===== config.mk =====
export PLATFORM = sky130hd
export DESIGN_NAME = msix_vector_engine_flat
export DESIGN_NICKNAME = d
export VERILOG_FILES = /design/src/rtl/msix_vector_engine_if.sv /design/src/rtl/msix_vector_engine.sv /design/src/flat_wrapper.sv
export SDC_FILE = /design/constraint.sdc
export NUM_CORES = 2
export LEC_CHECK = 0
export ABC_AREA = 1
export CAP_MARGIN = 20
export CORE_AREA = 5 5 312 314
export DETAILED_ROUTE_END_ITERATION = 10
export DIE_AREA = 0 0 317 319
export GPL_ROUTABILITY_DRIVEN = 0
export PLACE_DENSITY = 0.65
export SLEW_MARGIN = 25
export SYNTH_ARGS = -nofsm -noshare
export SYNTH_HDL_FRONTEND = slang
export SYNTH_SLANG_ARGS = --single-unit

===== constraint.sdc =====
create_clock -name clk -period 83 [get_ports clk]
set_input_delay 24.9 -clock clk [delete_from_list [all_inputs] [get_ports clk]]
set_output_delay 24.9 -clock clk [all_outputs]
set_load 0.05 [all_outputs]

===== src/rtl/msix_vector_engine_if.sv =====
// BAR memory channel between the BAR decoder (master) and the MSI-X engine (slave).
// One-cycle access strobe with byte write enables; read data returns with ack.
interface msix_vector_engine_if #(
    parameter int unsigned C_ADDR_WIDTH = 9
);
    logic                    en;
    logic [C_ADDR_WIDTH-1:0] addr;
    logic [63:0]             din;
    logic [7:0]              we;
    logic [63:0]             dout;
    logic                    ack;

    modport master (output en, addr, din, we, input dout, ack);
    modport slave  (input en, addr, din, we, output dout, ack);
endinterface


===== src/rtl/msix_vector_engine.sv =====
// MSI-X controller: register-based vector table and PBA, irq detection, arbitration and
// cfg_interrupt_msix_* handshake with backoff. Define MSIX_LEVEL_IRQ_EN for level-sensitive irq.
module msix_vector_engine #(
    parameter int unsigned C_NUM_VECTORS       = 8,
    parameter int unsigned C_MSIX_TABLE_OFFSET = 9'h000,
    parameter int unsigned C_MSIX_PBA_OFFSET   = 9'h100,
    parameter int unsigned C_ADDR_WIDTH        = 9
) (
    input  logic                     clk,
    input  logic                     rst,
    msix_vector_engine_if.slave      s_mem_iface,
    input  logic [1:0]               cfg_interrupt_msix_enable,
    input  logic [1:0]               cfg_interrupt_msix_mask,
    output logic [63:0]              cfg_interrupt_msix_address,
    output logic [31:0]              cfg_interrupt_msix_data,
    output logic                     cfg_interrupt_msix_int,
    input  logic                     cfg_interrupt_msix_sent,
    input  logic                     cfg_interrupt_msix_fail,
    input  logic [C_NUM_VECTORS-1:0] irq,
    output logic [C_NUM_VECTORS-1:0] pending_o
);

    localparam int unsigned IDX_W = (C_NUM_VECTORS > 1) ? $clog2(C_NUM_VECTORS) : 1;

    localparam logic [1:0] ST_IDLE    = 2'd0;
    localparam logic [1:0] ST_LOAD    = 2'd1;
    localparam logic [1:0] ST_WAIT    = 2'd2;
    localparam logic [1:0] ST_BACKOFF = 2'd3;

    logic [63:0]              tab_addr_q [C_NUM_VECTORS];
    logic [63:0]              tab_addr_d [C_NUM_VECTORS];
    logic [31:0]              tab_data_q [C_NUM_VECTORS];
    logic [31:0]              tab_data_d [C_NUM_VECTORS];
    logic [C_NUM_VECTORS-1:0] tab_mask_q, tab_mask_d;

    logic [C_NUM_VECTORS-1:0] pending_q, pending_d;
    logic [C_NUM_VECTORS-1:0] irq_set, pend_clr, eligible;
    logic [IDX_W-1:0]         sel_idx;
    logic                     any_elig;

    logic [1:0]               state_q, state_d;
    logic [IDX_W-1:0]         idx_q, idx_d;
    logic [3:0]               backoff_q, backoff_d;
    logic [63:0]              msg_addr_q, msg_addr_d;
    logic [31:0]              msg_data_q, msg_data_d;
    logic                     int_q, int_d;

    logic                     ack_q, ack_d;
    logic [63:0]              dout_q, dout_d;
    logic [63:0]              rdata;
    logic [31:0]              mem_a;

    // Only bit 0 of the function-level enable/mask belongs to this function.
    logic cfg_unused;
    assign cfg_unused = cfg_interrupt_msix_enable[1] ^ cfg_interrupt_msix_mask[1];

    assign mem_a = 32'(s_mem_iface.addr[C_ADDR_WIDTH-1:0]);

    // Read mux; PBA decode last so it takes priority if offsets ever overlap.
    always_comb begin
        rdata = '0;
        for (int unsigned k = 0; k < C_NUM_VECTORS; k++) begin
            if (mem_a == C_MSIX_TABLE_OFFSET + 2 * k)
                rdata = tab_addr_q[k];
            if (mem_a == C_MSIX_TABLE_OFFSET + 2 * k + 1)
                rdata = {31'b0, tab_mask_q[k], tab_data_q[k]};
        end
        if (mem_a == C_MSIX_PBA_OFFSET)
            rdata = 64'(pending_q);
    end

    always_comb begin
        ack_d  = s_mem_iface.en;
        dout_d = s_mem_iface.en ? rdata : '0;
    end

    always_comb begin
        tab_mask_d = tab_mask_q;
        for (int unsigned k = 0; k < C_NUM_VECTORS; k++) begin
            tab_addr_d[k] = tab_addr_q[k];
            tab_data_d[k] = tab_data_q[k];
            if (s_mem_iface.en && mem_a == C_MSIX_TABLE_OFFSET + 2 * k) begin
                for (int unsigned b = 0; b < 8; b++)
                    if (s_mem_iface.we[b])
                        tab_addr_d[k][8*b +: 8] = s_mem_iface.din[8*b +: 8];
            end
            if (s_mem_iface.en && mem_a == C_MSIX_TABLE_OFFSET + 2 * k + 1) begin
                for (int unsigned b = 0; b < 4; b++)
                    if (s_mem_iface.we[b])
                        tab_data_d[k][8*b +: 8] = s_mem_iface.din[8*b +: 8];
                if (s_mem_iface.we[4])
                    tab_mask_d[k] = s_mem_iface.din[32];
            end
        end
    end

`ifdef MSIX_LEVEL_IRQ_EN
    always_comb irq_set = irq;
`else
    logic [C_NUM_VECTORS-1:0] irq_prev_q, irq_prev_d;

    always_comb begin
        irq_prev_d = irq;
        irq_set    = irq & ~irq_prev_q;
    end

    always_ff @(posedge clk or posedge rst) begin
        if (rst) irq_prev_q <= '0;
        else     irq_prev_q <= irq_prev_d;
    end
`endif

    // Set is ORed in after the clear so a new edge survives a same-cycle sent.
    always_comb pending_d = (pending_q & ~pend_clr) | irq_set;

    always_comb begin
        eligible = pending_q & ~tab_mask_q &
                   {C_NUM_VECTORS{cfg_interrupt_msix_enable[0] & ~cfg_interrupt_msix_mask[0]}};
        any_elig = |eligible;
        sel_idx  = '0;
        for (int unsigned k = 0; k < C_NUM_VECTORS; k++)
            if (eligible[k]) sel_idx = IDX_W'(k);
    end

    always_comb begin
        state_d    = state_q;
        idx_d      = idx_q;
        backoff_d  = backoff_q;
        msg_addr_d = msg_addr_q;
        msg_data_d = msg_data_q;
        int_d      = 1'b0;
        pend_clr   = '0;
        case (state_q)
            ST_IDLE: begin
                if (any_elig) begin
                    idx_d   = sel_idx;
                    state_d = ST_LOAD;
                end
            end
            ST_LOAD: begin
                for (int unsigned k = 0; k < C_NUM_VECTORS; k++) begin
                    if (idx_q == IDX_W'(k)) begin
                        msg_addr_d = tab_addr_q[k];
                        msg_data_d = tab_data_q[k];
                    end
                end
                int_d   = 1'b1;
                state_d = ST_WAIT;
            end
            ST_WAIT: begin
                if (cfg_interrupt_msix_sent) begin
                    for (int unsigned k = 0; k < C_NUM_VECTORS; k++)
                        if (idx_q == IDX_W'(k)) pend_clr[k] = 1'b1;
                    state_d = ST_IDLE;
                end else if (cfg_interrupt_msix_fail) begin
                    backoff_d = '0;
                    state_d   = ST_BACKOFF;
                end
            end
            ST_BACKOFF: begin
                backoff_d = backoff_q + 4'd1;
                if (backoff_q == 4'hF) state_d = ST_IDLE;
            end
            default: state_d = ST_IDLE;
        endcase
    end

    always_ff @(posedge clk or posedge rst) begin
        if (rst) begin
            state_q    <= ST_IDLE;
            idx_q      <= '0;
            backoff_q  <= '0;
            msg_addr_q <= '0;
            msg_data_q <= '0;
            int_q      <= 1'b0;
            pending_q  <= '0;
            ack_q      <= 1'b0;
            dout_q     <= '0;
            tab_mask_q <= '1;
            for (int unsigned k = 0; k < C_NUM_VECTORS; k++) begin
                tab_addr_q[k] <= '0;
                tab_data_q[k] <= '0;
            end
        end else begin
            state_q    <= state_d;
            idx_q      <= idx_d;
            backoff_q  <= backoff_d;
            msg_addr_q <= msg_addr_d;
            msg_data_q <= msg_data_d;
            int_q      <= int_d;
            pending_q  <= pending_d;
            ack_q      <= ack_d;
            dout_q     <= dout_d;
            tab_mask_q <= tab_mask_d;
            for (int unsigned k = 0; k < C_NUM_VECTORS; k++) begin
                tab_addr_q[k] <= tab_addr_d[k];
                tab_data_q[k] <= tab_data_d[k];
            end
        end
    end

    assign s_mem_iface.ack            = ack_q;
    assign s_mem_iface.dout           = dout_q;
    assign cfg_interrupt_msix_address = msg_addr_q;
    assign cfg_interrupt_msix_data    = msg_data_q;
    assign cfg_interrupt_msix_int     = int_q;
    assign pending_o                  = pending_q;

endmodule


===== src/flat_wrapper.sv =====
// flat-port wrapper written by rule: the top's interface ports become plain ports
module msix_vector_engine_flat 
#(
    parameter int unsigned C_NUM_VECTORS       = 8,
    parameter int unsigned C_MSIX_TABLE_OFFSET = 9'h000,
    parameter int unsigned C_MSIX_PBA_OFFSET   = 9'h100,
    parameter int unsigned C_ADDR_WIDTH        = 9
)
  (clk, rst, cfg_interrupt_msix_enable, cfg_interrupt_msix_mask, cfg_interrupt_msix_address, cfg_interrupt_msix_data, cfg_interrupt_msix_int, cfg_interrupt_msix_sent, cfg_interrupt_msix_fail, irq, pending_o, s_mem_iface_en, s_mem_iface_addr, s_mem_iface_din, s_mem_iface_we, s_mem_iface_dout, s_mem_iface_ack);
  msix_vector_engine_if #(.C_ADDR_WIDTH(C_ADDR_WIDTH)) s_mem_iface_i ();
  input  logic clk;
  input  logic rst;
  input  logic [1:0] cfg_interrupt_msix_enable;
  input  logic [1:0] cfg_interrupt_msix_mask;
  output logic [63:0] cfg_interrupt_msix_address;
  output logic [31:0] cfg_interrupt_msix_data;
  output logic cfg_interrupt_msix_int;
  input  logic cfg_interrupt_msix_sent;
  input  logic cfg_interrupt_msix_fail;
  input  logic [C_NUM_VECTORS-1:0] irq;
  output logic [C_NUM_VECTORS-1:0] pending_o;
  input wire logic [$bits(s_mem_iface_i.en)-1:0] s_mem_iface_en;
  input wire logic [$bits(s_mem_iface_i.addr)-1:0] s_mem_iface_addr;
  input wire logic [$bits(s_mem_iface_i.din)-1:0] s_mem_iface_din;
  input wire logic [$bits(s_mem_iface_i.we)-1:0] s_mem_iface_we;
  output wire logic [$bits(s_mem_iface_i.dout)-1:0] s_mem_iface_dout;
  output wire logic [$bits(s_mem_iface_i.ack)-1:0] s_mem_iface_ack;
  assign s_mem_iface_i.en = s_mem_iface_en;
  assign s_mem_iface_i.addr = s_mem_iface_addr;
  assign s_mem_iface_i.din = s_mem_iface_din;
  assign s_mem_iface_i.we = s_mem_iface_we;
  assign s_mem_iface_dout = s_mem_iface_i.dout;
  assign s_mem_iface_ack = s_mem_iface_i.ack;
  msix_vector_engine #(.C_NUM_VECTORS(C_NUM_VECTORS), .C_MSIX_TABLE_OFFSET(C_MSIX_TABLE_OFFSET), .C_MSIX_PBA_OFFSET(C_MSIX_PBA_OFFSET), .C_ADDR_WIDTH(C_ADDR_WIDTH)) u_core (.clk(clk), .rst(rst), .s_mem_iface(s_mem_iface_i), .cfg_interrupt_msix_enable(cfg_interrupt_msix_enable), .cfg_interrupt_msix_mask(cfg_interrupt_msix_mask), .cfg_interrupt_msix_address(cfg_interrupt_msix_address), .cfg_interrupt_msix_data(cfg_interrupt_msix_data), .cfg_interrupt_msix_int(cfg_interrupt_msix_int), .cfg_interrupt_msix_sent(cfg_interrupt_msix_sent), .cfg_interrupt_msix_fail(cfg_interrupt_msix_fail), .irq(irq), .pending_o(pending_o));
endmodule

Figure 1. Sequential cells colored by netlist name.
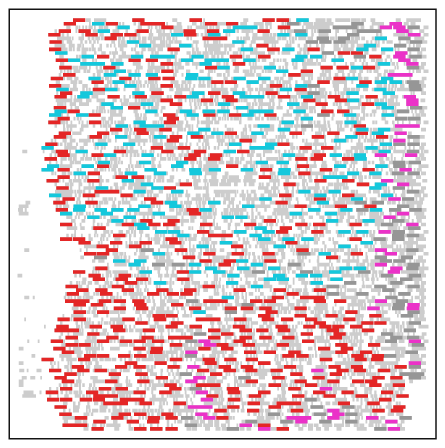
color	signal	placed flops
magenta	`u_core.s_mem_iface.dout`	64
red	`u_core.tab_addr_q`	512
cyan	`u_core.tab_data_q`	256
not colored	131

Figure 2. M4 wires.
The bar under the picture is 100 microns long. Supply wires on this layer in gray.
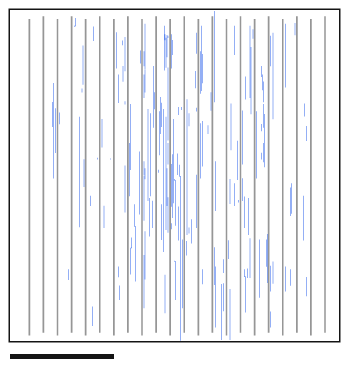
share of all routed wire	2.8%
main direction	vertical
nets with wire on the layer	85
longest straight run	158 microns
wire length on this layer	5060 microns

Figure 3. Cell outlines without signal wires.
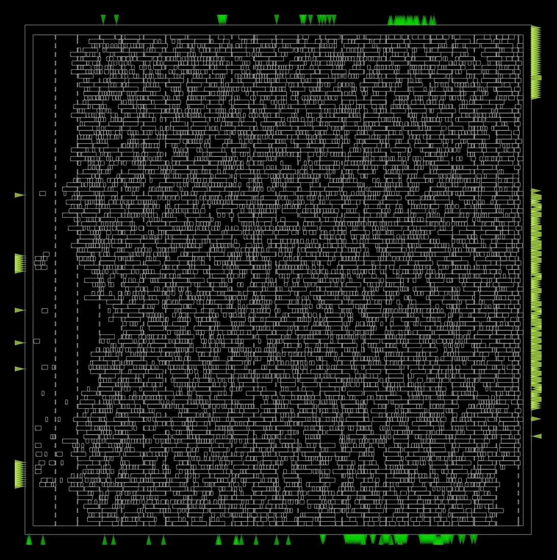
Seq area share: 44.82%
Cell Rows: 113

==> run summary <==
impl run done, here's what came out: run status finished clean, Area-dominant class registers, count leader, synth nand2_1, YS chip area around 0.047 sq mm, WL met3 25260 microns, Simple Share, Synth between 10% and 20%, hold_sp u_core.irq_prev_q[7], Detailed Routing Iterations Pass 1 9, fp util between 40 and 50%, dpl cells between 7k and 8k, WL/cell 24.22 microns, Synth mux share less than 1%, FF-to-FF path depth 12, fin cells 7353, DR vias about 44k, initial antenna violation count 10, Max-Cap Viols 0, Post-synth seq share 51.50%, fillers just under 9k, delay-heaviest family, CP buffers and inverters, Tightest Hold Check Type flip-flop to flip-flop, H-tree Lvls 3, GR Layer Usage met3 ~11%, P_int around 930 uW, sum of negative setup slack 0 ps, chip width 317 microns, CLK BUF 147, asr flop ratio synth 100.0%, Clock Tree Buf Depth 3, placed cell area 0.05006 sq mm, top power group combinational logic, CP endpoint kind flip-flop, Critical Path Slowest Stage Cell clkdlybuf4s50_1, worst reg2reg endpoint u_core.cfg_interrupt_msix_data[25], ys flops 963, XOR Share, Synth 0.03742%, TAP cells between 1k and 1.5k, Most flops, register u_core.tab_addr_q, diode count 4, Largest regs u_core.tab_addr_q: 512 flops, u_core.tab_data_q: 256 flops, Die Height ~320 microns, WP data arrival around 30000 ps, Sw Share 39.50%, Syn Inst Count a little under 6k, Logic pwr share between 30% and 40%, post-synth top area cell dfrtp_1, Final Slew Violations 0, sw power about 610 uW, CTS tree built, cts hold-fix bufs 0, total chip power between 1.5 and 2 mW, IO buf count approximately 270, CORE AREA about 0.094 sq mm, floorplan net count about 6k, Comb gate area around 0.020 sq mm, fin crit share a little over a third, M1 WL roughly 77000 microns, Stages on worst setup path 10, Post-Syn Area per Cell 7.853 sq um, DRT iter0 DRCs roughly 6.7k, Global Route Usage Sum 34.36%, RR Startpoint u_core.idx_q[2], Flop area approximately 0.024 sq mm, first-pass GRT wire length 265100 microns, ys cells slightly below 6k, Worst R2R Setup Slack a little under 80000 ps, post-place setup slack about 53000 ps, Non-Clock Buffer Area Fraction about 6.1%, Clock Power Share 32.5%, skew final around 23 ps, uppermost routed layer met5, max FFs per register between 500 and 600, clk slew on worst S/H paths 60 ps, crit start category input pin, non-clock buffer count approximately 340, adder share 0.02673%, WP buf/inv 5, vias in the first global route around 40k, tool warnings 37, post-route ant nets 0, # IOs 268, f_max 34.46 MHz, Crit. Startpoint s_mem_iface_addr[8], CTS Buf Count between 100 and 150, leakage power between 20 and 25 nW, post-synthesis compound-gate area fraction ~23%, Period minus WS final around 29000 ps, post-layout util 57.04%, global route overflow 0, sequential power share between 30% and 40%, post-cts resize count 0, DR DRC count 0, routed wl met2 a little over 70000 microns, setup slack after layout about 54000 ps, worst hold stages 1, Worst Setup EP u_core.tab_addr_q[138], Clock net power around 500 uW, met1 GRT Util between 50 and 60%, fin area approximately 0.054 sq mm, Slew @ Worst Pin about 1100 ps, drt via density ~6.0, comb pwr approximately 520 uW, required time worst endpoint 83590 ps, power density over the cells between 20 and 30 mW/mm^2, clk latency late pin between 600 and 700 ps, area grow syn2layout 14.92%, worst hold slack roughly 420 ps, Final setup viols 0, most used routing layer met1, Synth warnings 0, CP max stage delay about 760 ps, Die ar. between 0.1 and 0.15 sq mm, Setup CP Type input pin to flip-flop, Final Hold Vio Count 0, fraction of area in multi-input gates 37.16%, Max-area cell share about 51%, fraction of layout cells with a size suffix above 1 under 10%, Hold Path End u_core.pending_o[7], Main logic family AND-OR/OR-AND gates, Max VDD drop 0.02529 mV, flip-flops with a built-in enable 0
No activity file was given, so power comes from the tool's default toggle rates.
